--- src/rtl/i8to1_16bit_if.sv ---
// Bundle of select, data sources, capture strobe and mux results for the
// 8-to-1 word selector.
interface i8to1_16bit_if #(
   parameter int WIDTH = 16
);
   logic [2:0]       S;
   logic [WIDTH-1:0] in0;
   logic [WIDTH-1:0] in1;
   logic [WIDTH-1:0] in2;
   logic [WIDTH-1:0] in3;
   logic [WIDTH-1:0] in4;
   logic [WIDTH-1:0] in5;
   logic [WIDTH-1:0] in6;
   logic [WIDTH-1:0] in7;
   logic             en;
   logic [WIDTH-1:0] Y;
   logic [WIDTH-1:0] Y_q;
   logic [2:0]       S_q;
   logic             vld;

   modport master (
      output S, in0, in1, in2, in3, in4, in5, in6, in7, en,
      input  Y, Y_q, S_q, vld
   );

   modport slave (
      input  S, in0, in1, in2, in3, in4, in5, in6, in7, en,
      output Y, Y_q, S_q, vld
   );
endinterface

--- src/rtl/i8to1_16bit.sv ---
// 8-to-1 word selector: combinational result Y plus a registered copy
// (Y_q, S_q) captured on en, with vld flagging the cycle after a capture.
module i8to1_16bit #(
   parameter int WIDTH = 16
) (
   input logic           clk,
   input logic           rst,
   i8to1_16bit_if.slave  bus
);

   logic [WIDTH-1:0] mux_y;
   logic [WIDTH-1:0] y_d, y_q;
   logic [2:0]       s_d, s_q;
   logic             vld_d, vld_q;

   always_comb begin
      mux_y = '0;
      case (bus.S)
         3'd0: mux_y = bus.in0;
         3'd1: mux_y = bus.in1;
         3'd2: mux_y = bus.in2;
         3'd3: mux_y = bus.in3;
         3'd4: mux_y = bus.in4;
         3'd5: mux_y = bus.in5;
         3'd6: mux_y = bus.in6;
         3'd7: mux_y = bus.in7;
      endcase
   end

   always_comb begin
      y_d   = y_q;
      s_d   = s_q;
      vld_d = bus.en;
      if (bus.en) begin
         y_d = mux_y;
         s_d = bus.S;
      end
   end

   // Capture stage: reset wipes any capture pending at the next edge.
   always_ff @(posedge clk or posedge rst) begin
      if (rst) begin
         y_q   <= '0;
         s_q   <= 3'd0;
         vld_q <= 1'b0;
      end else begin
         y_q   <= y_d;
         s_q   <= s_d;
         vld_q <= vld_d;
      end
   end

   assign bus.Y   = mux_y;
   assign bus.Y_q = y_q;
   assign bus.S_q = s_q;
   assign bus.vld = vld_q;

endmodule

--- src/flat_wrapper.sv ---
// flat-port wrapper written by rule: the top's interface ports become plain ports
module i8to1_16bit_flat 
#(
   parameter int WIDTH = 16
)
  (clk, rst, bus_S, bus_in0, bus_in1, bus_in2, bus_in3, bus_in4, bus_in5, bus_in6, bus_in7, bus_en, bus_Y, bus_Y_q, bus_S_q, bus_vld);
  i8to1_16bit_if #(.WIDTH(WIDTH)) bus_i ();
  input logic clk;
  input logic rst;
  input wire logic [$bits(bus_i.S)-1:0] bus_S;
  input wire logic [$bits(bus_i.in0)-1:0] bus_in0;
  input wire logic [$bits(bus_i.in1)-1:0] bus_in1;
  input wire logic [$bits(bus_i.in2)-1:0] bus_in2;
  input wire logic [$bits(bus_i.in3)-1:0] bus_in3;
  input wire logic [$bits(bus_i.in4)-1:0] bus_in4;
  input wire logic [$bits(bus_i.in5)-1:0] bus_in5;
  input wire logic [$bits(bus_i.in6)-1:0] bus_in6;
  input wire logic [$bits(bus_i.in7)-1:0] bus_in7;
  input wire logic [$bits(bus_i.en)-1:0] bus_en;
  output wire logic [$bits(bus_i.Y)-1:0] bus_Y;
  output wire logic [$bits(bus_i.Y_q)-1:0] bus_Y_q;
  output wire logic [$bits(bus_i.S_q)-1:0] bus_S_q;
  output wire logic [$bits(bus_i.vld)-1:0] bus_vld;
  assign bus_i.S = bus_S;
  assign bus_i.in0 = bus_in0;
  assign bus_i.in1 = bus_in1;
  assign bus_i.in2 = bus_in2;
  assign bus_i.in3 = bus_in3;
  assign bus_i.in4 = bus_in4;
  assign bus_i.in5 = bus_in5;
  assign bus_i.in6 = bus_in6;
  assign bus_i.in7 = bus_in7;
  assign bus_i.en = bus_en;
  assign bus_Y = bus_i.Y;
  assign bus_Y_q = bus_i.Y_q;
  assign bus_S_q = bus_i.S_q;
  assign bus_vld = bus_i.vld;
  i8to1_16bit #(.WIDTH(WIDTH)) u_core (.clk(clk), .rst(rst), .bus(bus_i));
endmodule
--- config.mk ---
export PLATFORM = sky130hd
export DESIGN_NAME = i8to1_16bit_flat
export DESIGN_NICKNAME = d
export VERILOG_FILES = /design/src/rtl/i8to1_16bit_if.sv /design/src/rtl/i8to1_16bit.sv /design/src/flat_wrapper.sv
export SDC_FILE = /design/constraint.sdc
export NUM_CORES = 1
export LEC_CHECK = 0
export ABC_AREA = 1
export CAP_MARGIN = 20
export CORE_ASPECT_RATIO = 0.7
export CORE_MARGIN = 5
export CORE_UTILIZATION = 33
export CTS_CLUSTER_DIAMETER = 80
export DETAILED_ROUTE_END_ITERATION = 16
export GPL_ROUTABILITY_DRIVEN = 1
export PLACE_DENSITY = 0.82
export SKIP_LAST_GASP = 1
export SYNTH_ARGS = -nofsm -noshare
export SYNTH_HDL_FRONTEND = slang
export SYNTH_SLANG_ARGS = --single-unit
--- constraint.sdc ---
create_clock -name clk -period 1.55 [get_ports clk]
set_input_delay 0.31 -clock clk [delete_from_list [all_inputs] [get_ports clk]]
set_output_delay 0.31 -clock clk [all_outputs]
set_load 0.05 [all_outputs]
==> results.toml <==
# flow metrics
[synth]
synth_area_sq_mm = 0.00210
postSynthSeqShare = 0.238
ys_cells = 357
synthDistinctLibCells = 15
synthTopCellsByArea = "dfrtp_1 (24%), nand4_1 (24%), nand2_1 (21%)"
synthCells = 357
yosysTopAreaCell = "dfrtp_1"
synth_chip_area_sq_mm = 0.00210
synth.avg_cell_area_sq_um = 5.88
numSynthFlops = 20
syn-num-nets = 491
yosys_warnings = 0
top_cell_area_share = 0.238

[final_layout]
diodes = 0
mostFrequentLayoutCells = "clkdlybuf4s50_1 (124), nand2_1 (96), nand4_1 (80)"
drive_gt1_frac = 0.286
lay_top_count = "clkdlybuf4s50_1"
syn2layout_area_growth_pct = 133
final_net_count = 664

[grt]
gr-usage-met1 = 0.318
antenna_found_initial = 0
use_met2 = 0.445
grt_pass1_vias = 3263
overflow = 0
busiest_layer = "met2"
grtUsageMet3 = 0.0763
grt_max_degree = 40
grt_pass1_wl_mm = 16.8

[sta]
post-route-period-util = 1.06
finalWorstSetupSlack_ps = -98.0
grt_setup_unrepaired = "true"
slew_viol_final = 0
finalHoldViolCount = 0
slew_headroom = 0.547
worstMarginPinSlew_ps = 679
fmax_ghz = 0.607
min_period_ps = 1650
setup_viol = 16

[floorplanning]
row_count = 24
initial_utilization = 0.338
die_area_sq_mm = 0.00808
coreArea_sq_mm = 0.00622
ios = 170

[job]
tool_warnings = 28
drv_cap = 0

[cts]
root_buffer = "clkbuf_8"
cts.clk_slew.worst_paths_ps = 70
clkLatencyLatePin_ps = 250
cts_tree = "built"
htreeDepth = 1
clockBufferDepth = 2

[power_and_ir_drop]
power_density_mw_per_mm2 = 601
vdd_drop_max_v = 0.000457
total_power_mw = 2.94
leakage_nw = 2.39

[detailed_routing]
drc = 0
drtPass1Iterations = 4
postRouteAntennaNets = 0
drt_iter0_drc = 136
viasPerCell = 5.36

[critical_path]
cp_data_arrival_time_ps = 1340
cp_max_fo = 2
rr_worst_depth = 2
cpPeakStageDelay_ps = 480
path_delay_family = "buffers and inverters"
timing.critical_path.buf_inv = 2
critical_path_depth = 6
start_kind = "input pin"
cp_slowest_cell = "clkdlybuf4s50_1"
cp-end-kind = "primary output"
path_class = "in2out"
crit_chain = "clkdlybuf4s50_1 > nand4_1 > nand2_2 > nor2_4 > nand3_4 > buf_8"
required_ps = 1240

[placement]
placedCellCount = 595
gp_congestion = 0.840
dp_slack_ps = -239
dp.final_hpwl_mm = 8.08

[status]
violations = "setup timing"
status = "finished, violations left"

[min_path]
hold_path.class = "in2async"
## cells by family (layout without fill, tap and decap cells)
| group | Yosys count | after routing | synth area share |
|---|---|---|---|
| AND/OR/NAND/NOR | 278 | 278 | 0.622 |
| buffers and inverters | 56 | 227 | 0.133 |
| flip-flops | 20 | 20 | 0.238 |
| AND-OR/OR-AND | 3 | 3 | 0.00715 |
## worst min-delay path, delay by kind of cell
kind | cells | cell delay [ps]
buffers and inverters | 3 | 710
## where the power goes
part	leakage [nW]	total, mW	internal (mW)	switching, mW
Combinational	2.12	1.95	0.965	0.981
Clock	0.0216	0.329	0.173	0.156
Sequential	0.248	0.665	0.589	0.0765
## cell usage after synthesis (all sizes together)
cell    instances
nand3          33
inv            21
clkbuf          9
nor3            1
nor2           49
o21ai           3
buf            26
dfrtp          20
nand2         115
nand4          80
## sequential cells by signal (all words and copies together) (netlist names)
name and count:
u_core.bus.Y_q 16, u_core.bus.S_q 3, u_core.bus.vld 1
## timing repair
action,CTS,global route
gates resized,95,19
setup buffers,6,3
pin swaps,23,17
hold buffers,0,0
endpoints found under the setup margin,16,16
cloned,3,0
## layer usage
metal / part of all wire / vias up
met2: 0.49 / 172
met5: 0 / -
met4: 0.010 / 0
met3: 0.096 / 10
li1: - / 1563
met1: 0.40 / 1501
## final cells by class
type,instances,area [sq um]
tap,78,97.6
sequential,20,500
timing repair buffer,203,2410
clock buffer,3,41.3
fill,429,1320
multi-input combinational,281,1770
inverter,21,81.3
## through the flow
step / hold slack (ps) / instance area, sq um / setup TNS, ps
3_5_place_dp: 528 / 4360 / -3380
3_3_place_gp: 525 / 4360 / -3120
2_1_floorplan: 274 / 2370 / 0
6_report: 392 / 4900 / -1190
4_1_cts: 394 / 4860 / -1100
5_1_grt: 416 / 4900 / -2000
## final timing paths
path | startpoint | end | slack, ps
worst max register to register | u_core.bus.S_q[2] | u_core.bus.S_q[2] | 830
worst min register to register | u_core.bus.Y_q[11] | u_core.bus.Y_q[11] | 550
worst min-delay path | rst | u_core.bus.Y_q[0] | 390
worst max-delay path | bus_in1[5] | bus_Y[5] | -100
min in group clk | u_core.bus.Y_q[11] | u_core.bus.Y_q[11] | 550
max in group asynchronous | rst | u_core.bus.Y_q[8] | 940
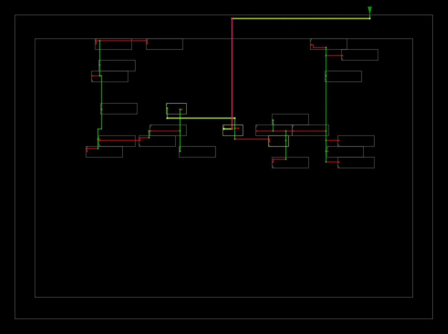
(clock wiring as the flow saved it)
total CTS buffers: 3
Layout Skew: 0 ps
# clk buffers: 3
CTS sink count: 20

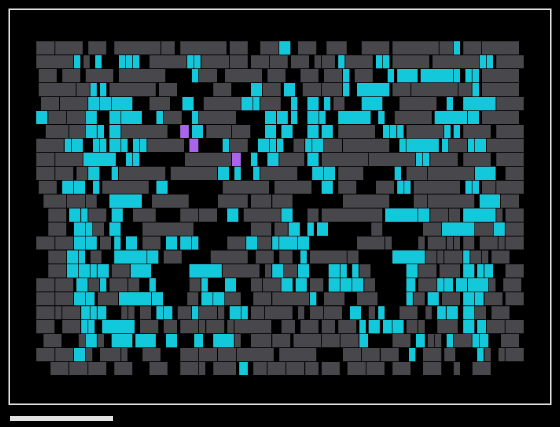
(gate-type map)
The bar under the picture is 20 um long.
Key: inverting AOI/OAI gates = purple [cells 3]; NAND gates = cyan [cells 228, where widely spread]
Comb/total area: 0.361
Layout Cells excl Fill: 606

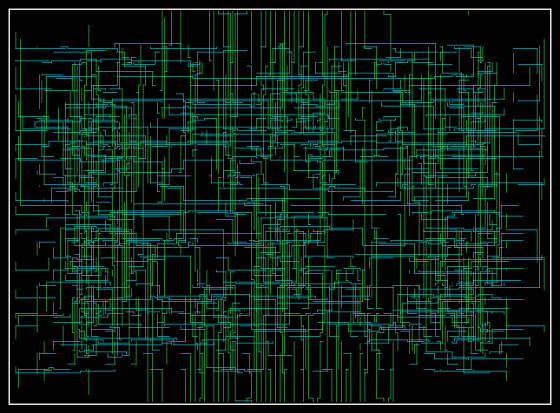
(metal layers overlaid)
Two of the layers only.
Key: metal 1 = cyan [wire length 4340 um]; metal 2 = green [wire length 5340 um]
Via Count: 3246
Total GRT Usage: 0.256
drt wl/cell: 17.9 um
WL final: 10.8 mm

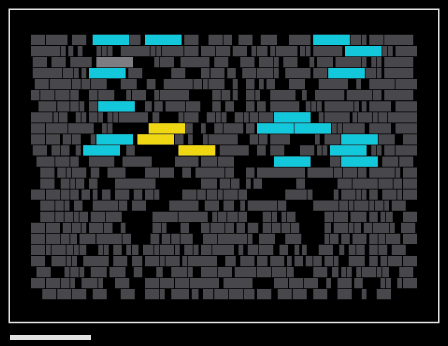
(sequential cells coloured by netlist name)
The bar under the picture is 20 um long. Other sequential cells in the stronger grey, the rest of the logic in the fainter grey.
Key: u_core.bus.Y_q = cyan [sequential cells 16]; u_core.bus.S_q = yellow [sequential cells 3]
Another 1 sequential cells are not coloured.
final core occ: 0.788
total sequential power: 0.665 mW
flop share of the area: 0.102
FF+latch area: 500 sq um

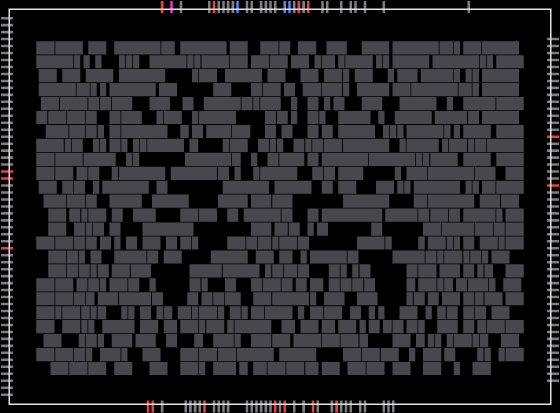
(I/O pins on the die edge)
Pins as bars across the die edge, other pins in grey.
Key: bus_S_q = blue [pins 3, direction output, edge top]; bus_vld = magenta [pins 1, direction output, edge top]; bus_in7 = red [pins 16, direction input, edge 7 bottom, 4 top, 3 left, 2 right]
DIE HEIGHT: 76.7 um
chip width: 105 um
I/O Buffers: 169

No activity file was given, so power comes from the tool's default toggle rates.
